Selected gate families:
The bar under the picture is 20 um long.
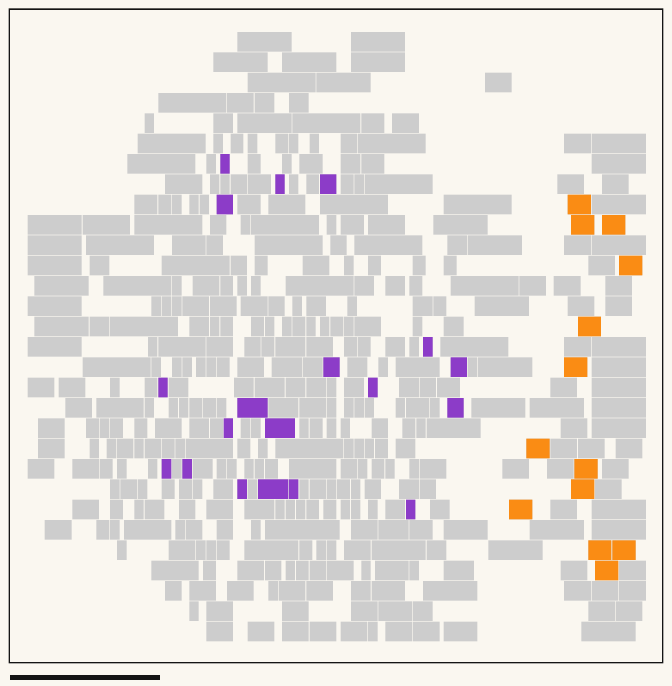
Wiring by layer:
The bar under the picture is 20 um long.
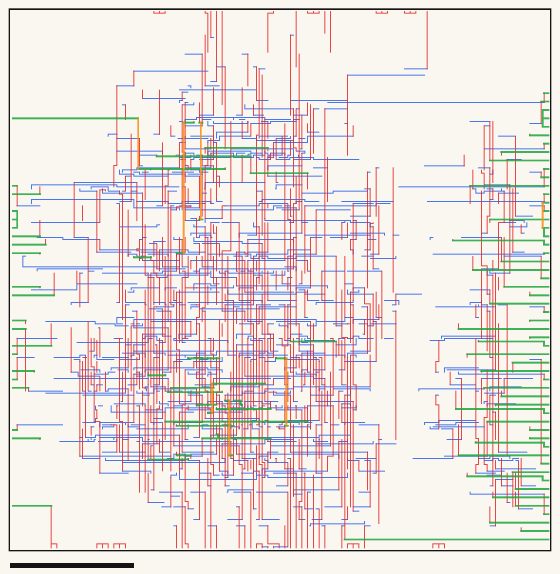
`config.mk`:
```
export PLATFORM = sky130hd
export DESIGN_NAME = regfile_1r1w_arb_flat
export DESIGN_NICKNAME = d
export VERILOG_FILES = /design/src/rtl/regfile_1r1w_arb_pkg.sv /design/src/rtl/regfile_1r1w_arb_if.sv /design/src/rtl/rr_arb2.sv /design/src/rtl/regfile_1r1w_arb.sv /design/src/flat_wrapper.sv
export SDC_FILE = /design/constraint.sdc
export NUM_CORES = 1
export LEC_CHECK = 0
export ABC_AREA = 1
export CAP_MARGIN = 20
export CORE_MARGIN = 2
export CORE_UTILIZATION = 30
export CTS_CLUSTER_SIZE = 20
export DETAILED_ROUTE_END_ITERATION = 8
export PLACE_DENSITY = 0.65
export SLEW_MARGIN = 10
export SYNTH_ARGS = -nofsm -noshare
export SYNTH_HDL_FRONTEND = slang
export SYNTH_SLANG_ARGS = --single-unit
```
`constraint.sdc`:
```
create_clock -name clk -period 5.5 [get_ports clk]
set_clock_uncertainty 0.1 [all_clocks]
set_input_delay 1.65 -clock clk [delete_from_list [all_inputs] [get_ports clk]]
set_output_delay 1.65 -clock clk [all_outputs]
set_load 0.05 [all_outputs]
```
`src/rtl/regfile_1r1w_arb_pkg.sv`:
```
// Shared types and default sizes for the two-client 1R1W register-file scheduler.
package regfile_arb_pkg;

    localparam int AW_DEF    = 7;
    localparam int DW_DEF    = 13;
    localparam int DEPTH_DEF = 16;

    typedef enum logic {
        INIT = 1'b0,
        RUN  = 1'b1
    } state_t;

    typedef enum logic [1:0] {
        OP_NONE = 2'd0,
        OP_WR   = 2'd1,
        OP_RD   = 2'd2
    } op_t;

endpackage

```
`src/rtl/regfile_1r1w_arb_if.sv`:
```
// Client-side request/response bundle; bit index N of every field belongs to client N.
interface regfile_1r1w_arb_if
    import regfile_arb_pkg::*;
#(
    parameter int AW = AW_DEF,
    parameter int DW = DW_DEF
);
    logic [1:0]         wr_valid;
    logic [1:0]         wr_ready;
    logic [1:0][AW-1:0] wr_addr;
    logic [1:0][DW-1:0] wr_data;
    logic [1:0]         rd_valid;
    logic [1:0]         rd_ready;
    logic [1:0][AW-1:0] rd_addr;
    logic [1:0]         rsp_valid;
    logic [1:0][DW-1:0] rsp_data;

    modport master (
        output wr_valid, wr_addr, wr_data, rd_valid, rd_addr,
        input  wr_ready, rd_ready, rsp_valid, rsp_data
    );

    modport slave (
        input  wr_valid, wr_addr, wr_data, rd_valid, rd_addr,
        output wr_ready, rd_ready, rsp_valid, rsp_data
    );
endinterface

```
`src/rtl/rr_arb2.sv`:
```
// Two-requester round-robin arbiter; on contention the pointed-to requester wins
// and the pointer moves to the loser when advance_i is high.
module rr_arb2 (
    input  logic       clk,
    input  logic       rst_n,
    input  logic [1:0] req_i,
    input  logic       advance_i,
    output logic [1:0] gnt_o,
    output logic       ptr_o
);
    logic ptr_q, ptr_d;

    always_comb begin
        gnt_o = req_i;
        ptr_d = ptr_q;
        if (&req_i) begin
            gnt_o = ptr_q ? 2'b10 : 2'b01;
            if (advance_i) begin
                ptr_d = ~ptr_q;
            end
        end
    end

    always_ff @(posedge clk or negedge rst_n) begin
        if (!rst_n) begin
            ptr_q <= 1'b0;
        end else begin
            ptr_q <= ptr_d;
        end
    end

    assign ptr_o = ptr_q;
endmodule

```
`src/rtl/regfile_1r1w_arb.sv`:
```
// Shares one 1R1W register file between two clients: zero-fill after reset, then one
// round-robin grant per cycle with same-address reads riding along on writes.
module regfile_1r1w_arb
    import regfile_arb_pkg::*;
#(
    parameter int AW    = AW_DEF,
    parameter int DW    = DW_DEF,
    parameter int DEPTH = DEPTH_DEF
) (
    input  logic              clk,
    input  logic              rst_n,
    regfile_1r1w_arb_if.slave bus,
    output logic              rf_we_o,
    output logic [AW-1:0]     rf_waddr_o,
    output logic [DW-1:0]     rf_din_o,
    output logic [AW-1:0]     rf_raddr_o,
    input  logic [DW-1:0]     rf_q_i,
    output logic              init_done_o
);
    localparam int CW = AW + 1;

    state_t        state_q, state_d;
    logic [CW-1:0] init_cnt_q, init_cnt_d;
    logic          init_arm_q;
    logic          init_done_q, init_done_d;
    logic [AW-1:0] raddr_q, raddr_d;
    logic [1:0]    rsp_valid_q, rsp_valid_d;

    logic [1:0]    eligible;
    logic [1:0]    arb_gnt;
    logic          rr_ptr;
    logic          arb_adv;
    logic          win;
    op_t           op;
    logic [1:0]    wr_ready;
    logic [1:0]    rd_ready;

    assign eligible = bus.wr_valid | bus.rd_valid;
    assign arb_adv  = (state_q == RUN);

    rr_arb2 u_arb (
        .clk       (clk),
        .rst_n     (rst_n),
        .req_i     (eligible),
        .advance_i (arb_adv),
        .gnt_o     (arb_gnt),
        .ptr_o     (rr_ptr)
    );

    // Grant and register-file drive. A read may only share a cycle with a write to the
    // same address, because the register file returns din while we is high.
    always_comb begin
        // NOTE: every combinational output gets a default first, so no path infers a latch.
        win        = arb_gnt[1];
        op         = OP_NONE;
        wr_ready   = '0;
        rd_ready   = '0;
        rf_we_o    = 1'b0;
        rf_waddr_o = '0;
        rf_din_o   = '0;
        raddr_d    = raddr_q;

        if (state_q == RUN && |eligible) begin
            op = bus.wr_valid[win] ? OP_WR : OP_RD;
        end

        case (op)
            OP_WR: begin
                rf_we_o       = 1'b1;
                rf_waddr_o    = bus.wr_addr[win];
                rf_din_o      = bus.wr_data[win];
                wr_ready[win] = 1'b1;
                for (int c = 0; c < 2; c++) begin
                    if (bus.rd_valid[c] && bus.rd_addr[c] == bus.wr_addr[win]) begin
                        rd_ready[c] = 1'b1;
                        raddr_d     = bus.wr_addr[win];
                    end
                end
            end
            OP_RD: begin
                rd_ready[win] = 1'b1;
                raddr_d       = bus.rd_addr[win];
            end
            default: begin
                // NOTE: the register file has no reset of its own; it is cleared by this fill.
                if (state_q == INIT) begin
                    rf_we_o    = init_arm_q;
                    rf_waddr_o = init_cnt_q[AW-1:0];
                end
            end
        endcase
    end

    always_comb begin
        state_d     = state_q;
        init_cnt_d  = init_cnt_q;
        init_done_d = init_done_q;
        case (state_q)
            INIT: begin
                if (init_arm_q) begin
                    init_cnt_d = init_cnt_q + CW'(1);
                    if (init_cnt_q == CW'(DEPTH - 1)) begin
                        state_d     = RUN;
                        init_done_d = 1'b1;
                    end
                end
            end
            RUN:     state_d = RUN;
            default: state_d = INIT;
        endcase
    end

    assign rsp_valid_d = bus.rd_valid & rd_ready;

    // init_arm_q keeps rf_we low while reset is held and opens the fill on the first edge after.
    always_ff @(posedge clk or negedge rst_n) begin
        // NOTE: sequential state uses non-blocking assignments so all registers update together.
        if (!rst_n) begin
            state_q     <= INIT;
            init_cnt_q  <= '0;
            init_arm_q  <= 1'b0;
            init_done_q <= 1'b0;
            raddr_q     <= '0;
            rsp_valid_q <= '0;
        end else begin
            state_q     <= state_d;
            init_cnt_q  <= init_cnt_d;
            init_arm_q  <= 1'b1;
            init_done_q <= init_done_d;
            raddr_q     <= raddr_d;
            rsp_valid_q <= rsp_valid_d;
        end
    end

    assign rf_raddr_o    = raddr_d;
    assign init_done_o   = init_done_q;
    assign bus.wr_ready  = wr_ready;
    assign bus.rd_ready  = rd_ready;
    assign bus.rsp_valid = rsp_valid_q;
    assign bus.rsp_data  = {rf_q_i, rf_q_i};

    // Under contention the arbiter must honour its pointer.
    assert property (@(posedge clk) disable iff (!rst_n) (&eligible) |-> arb_gnt[rr_ptr]);
endmodule

```
`src/flat_wrapper.sv`:
```
// flat-port wrapper written by rule: the top's interface ports become plain ports
module regfile_1r1w_arb_flat import regfile_arb_pkg::*;
#(
    parameter int AW    = AW_DEF,
    parameter int DW    = DW_DEF,
    parameter int DEPTH = DEPTH_DEF
)
  (clk, rst_n, rf_we_o, rf_waddr_o, rf_din_o, rf_raddr_o, rf_q_i, init_done_o, bus_wr_valid, bus_wr_addr, bus_wr_data, bus_rd_valid, bus_rd_addr, bus_wr_ready, bus_rd_ready, bus_rsp_valid, bus_rsp_data);
  regfile_1r1w_arb_if #(.AW(AW), .DW(DW)) bus_i ();
  input  logic clk;
  input  logic rst_n;
  output logic rf_we_o;
  output logic [AW-1:0] rf_waddr_o;
  output logic [DW-1:0] rf_din_o;
  output logic [AW-1:0] rf_raddr_o;
  input  logic [DW-1:0] rf_q_i;
  output logic init_done_o;
  input wire logic [$bits(bus_i.wr_valid)-1:0] bus_wr_valid;
  input wire logic [$bits(bus_i.wr_addr)-1:0] bus_wr_addr;
  input wire logic [$bits(bus_i.wr_data)-1:0] bus_wr_data;
  input wire logic [$bits(bus_i.rd_valid)-1:0] bus_rd_valid;
  input wire logic [$bits(bus_i.rd_addr)-1:0] bus_rd_addr;
  output wire logic [$bits(bus_i.wr_ready)-1:0] bus_wr_ready;
  output wire logic [$bits(bus_i.rd_ready)-1:0] bus_rd_ready;
  output wire logic [$bits(bus_i.rsp_valid)-1:0] bus_rsp_valid;
  output wire logic [$bits(bus_i.rsp_data)-1:0] bus_rsp_data;
  assign bus_i.wr_valid = bus_wr_valid;
  assign bus_i.wr_addr = bus_wr_addr;
  assign bus_i.wr_data = bus_wr_data;
  assign bus_i.rd_valid = bus_rd_valid;
  assign bus_i.rd_addr = bus_rd_addr;
  assign bus_wr_ready = bus_i.wr_ready;
  assign bus_rd_ready = bus_i.rd_ready;
  assign bus_rsp_valid = bus_i.rsp_valid;
  assign bus_rsp_data = bus_i.rsp_data;
  regfile_1r1w_arb #(.AW(AW), .DW(DW), .DEPTH(DEPTH)) u_core (.clk(clk), .rst_n(rst_n), .bus(bus_i), .rf_we_o(rf_we_o), .rf_waddr_o(rf_waddr_o), .rf_din_o(rf_din_o), .rf_raddr_o(rf_raddr_o), .rf_q_i(rf_q_i), .init_done_o(init_done_o));
endmodule
```
==> Slide: Implementation Results <==
Run Summary

Yosys
  • Yosys stat chip area: ~2100 um^2
  • Basic Gates by Area: 0.356
  • # Cells Yosys: 305
  • Post-Syn Instances: about 300
  • Mux cell area share: 0
  • Adder Area Share: 0.00602
  • Comb area leader: simple AND/OR/NAND/NOR gates
  • Top cells by area: dfrtp_1 (25%), nand3_1 (11%), nand2_1 (11%)
  • XOR-XNOR Cells, Area Fraction: 0.0337
  • Area leader, netlist: dfrtp_1
  • Max-area cell share: 0.253
  • Syn Area/Cell: between 6 and 7 um^2
  • Number of synthesized register bits: 21
  • Dominant flop cell: dfrtp_1
  • Mapped Nets: 379
  • Post-synth EDFFs: 0
  • Async set-reset flop share out of synthesis: 1.00
  • Complex Gates by Area: 0.130
  • Syn. warnings: 0
  • Synth top cells by count: nand2_1 (62), inv_1 (50), nand3_1 (47), buf_4 (30), dfrtp_1 (21)

STA
  • RSZ-0062 raised after global routing: false
  • Final period utilization: 0.957
  • Slew headroom: 0.372
  • Hold Vio Cnt, Final: 0
  • Worst slew pin tran: 939 ps
  • TNS Setup: 0 ps
  • Setup Viol. Count Final: 0
  • Min Hold Slack: approximately 380 ps
  • Post-route setup slack: 239 ps

Placement
  • Routability cong.: 0.868
  • DP Worst Slack: -93.9 ps
  • DP HPWL: roughly 5.0 mm
  • Post-placement cell count: approximately 470

Global route
  • GR Overflow Total: 0
  • Met2 usage: 0.321
  • Vias in the first global route: roughly 2400
  • Initial antenna violation count: 0
  • Met1 Usage GRT: 0.210
  • Met3 Use GR: 0.0436
  • GRT Overall Usage: 0.176

Setup path
  • CP startpoint kind: primary input
  • Max FO, Critical Path: 6
  • R2R Path End: u_core.raddr_q[5]$_DFF_PN0_
  • Crit end category: output pin
  • Crit-path max cell delay: 170 ps
  • Critical path type: in -> out
  • Worst-path cell with the longest stage delay: o21ai_4
  • CP cell instances: dlymetal6s2s_1, o21ai_4, buf_4, buf_12, nand3_2, nand2_2, nand2_1, nand2_1, nand3_1, nor2_2, nand2_4, buf_4, nand3_1, nand3_1, nand3_2, buf_12
  • Worst Setup SP: bus_rd_valid[0]
  • Worst reg-to-reg path cell count: 15
  • CP endpoint: rf_raddr_o[5]
  • CP arrival: about 3500 ps
  • Cell repeated most along the worst path: nand3_1
  • CP bufs+invs: 5

Routing
  • DRT antenna net count: 0
  • DRT iter0 DRCs: roughly 88
  • Met3 Wirelength: approximately 600 um
  • Met2 WL: between 3 and 4 mm
  • Pre-antenna DRT Iters: 4
  • Per-cell routed wire length: roughly 14 um
  • Drt total wl: roughly 7.0 mm
  • Vias per std cell: ~5
  • Via count: ~2400
  • Routed length on met1: 2.76 mm
  • DRC violations left: 0

Power and ir drop
  • Internal: between 0.9 and 1 mW
  • Pwr Density: 499 nW/um^2
  • Largest power group: combinational cells
  • Static leakage: around 1.9 nW
  • Share of power burned in registers: 0.138
  • Comb pwr: about 1.6 mW
  • Clk power: 0.100 mW
  • Seq group: approximately 0.26 mW
  • Clock power frac: 0.053
  • Maximum vdd ir drop: between 0.4 and 0.5 mV
  • Comb pwr share: 0.810

Layout
  • # nets final: just under 500
  • Non-clock buffer count: ~130
  • Most frequent cells in the layout: clkdlybuf4s50_1 (58), nand2_1 (53), inv_1 (48)
  • Inverters: 52
  • Ant. Diodes: 0
  • Seq area share: 0.137
  • Clock buffer count: 3
  • Largest Register: u_core.init_cnt_q
  • Final instance area: 3830 um^2
  • Number of logic gates: roughly 200
  • # fillers: slightly below 600
  • Largest class: non-clock buffers
  • Util after Layout: 0.567
  • Layout area overhead: 84.4%
  • Max reg flops: 8
  • Buffering overhead: 0.430
  • Comb gate area: between 1000 and 1500 um^2
  • Flops: 21
  • Clk tree area frac: 0.0121

Flow run
  • OpenROAD warning count: 26
  • MaxCap Viol Count: 0

CTS
  • Clock root cell: clkbuf_8
  • Resized cells post-CTS: 13
  • Worst-path clk slew: ~80 ps
  • Cts-stage hold buffer count: 0
  • Setup bufs post-CTS: 5
  • Htree depth: 1
  • CTS tree: yes
  • Clk latency late pin: 260 ps
  • Total CTS buffers: 3

Floorplanning
  • Die Size: approximately 7600 um^2
  • Die W: 87.2 um
  • FP Util: 0.307
  • I/O Pins: approximately 130
  • Die span in y: approximately 87 um
  • Tapcells: 80
  • Core ar.: 6760 um^2

Outcome
  • Status: finished, final reports clean

Min path
  • Worst Hold Class: reg -> reg
  • Hold Path Stages: 1
  • Hold Crit Start: u_core.init_done_o$_DFFE_PN0P_
Notes on 'selected gate families' above:
legend:
  nor cells:
    color: purple
    cells: 19
  non-inverting ao/oa cells:
    color: orange
    cells: 13
Comb/total area: 0.343
Layout Cells excl Fill: 488
Commonest Layout Cell: clkdlybuf4s50_1

Notes on 'wiring by layer' above:
legend:
  M3:
    color: green
    wire_length: 599 um
  M1:
    color: blue
    wire_length: 2760 um
  M4:
    color: orange
    wire_length: 73.4 um
  M2:
    color: red
    wire_length: 3530 um

No activity file was given, so power comes from the tool's default toggle rates.
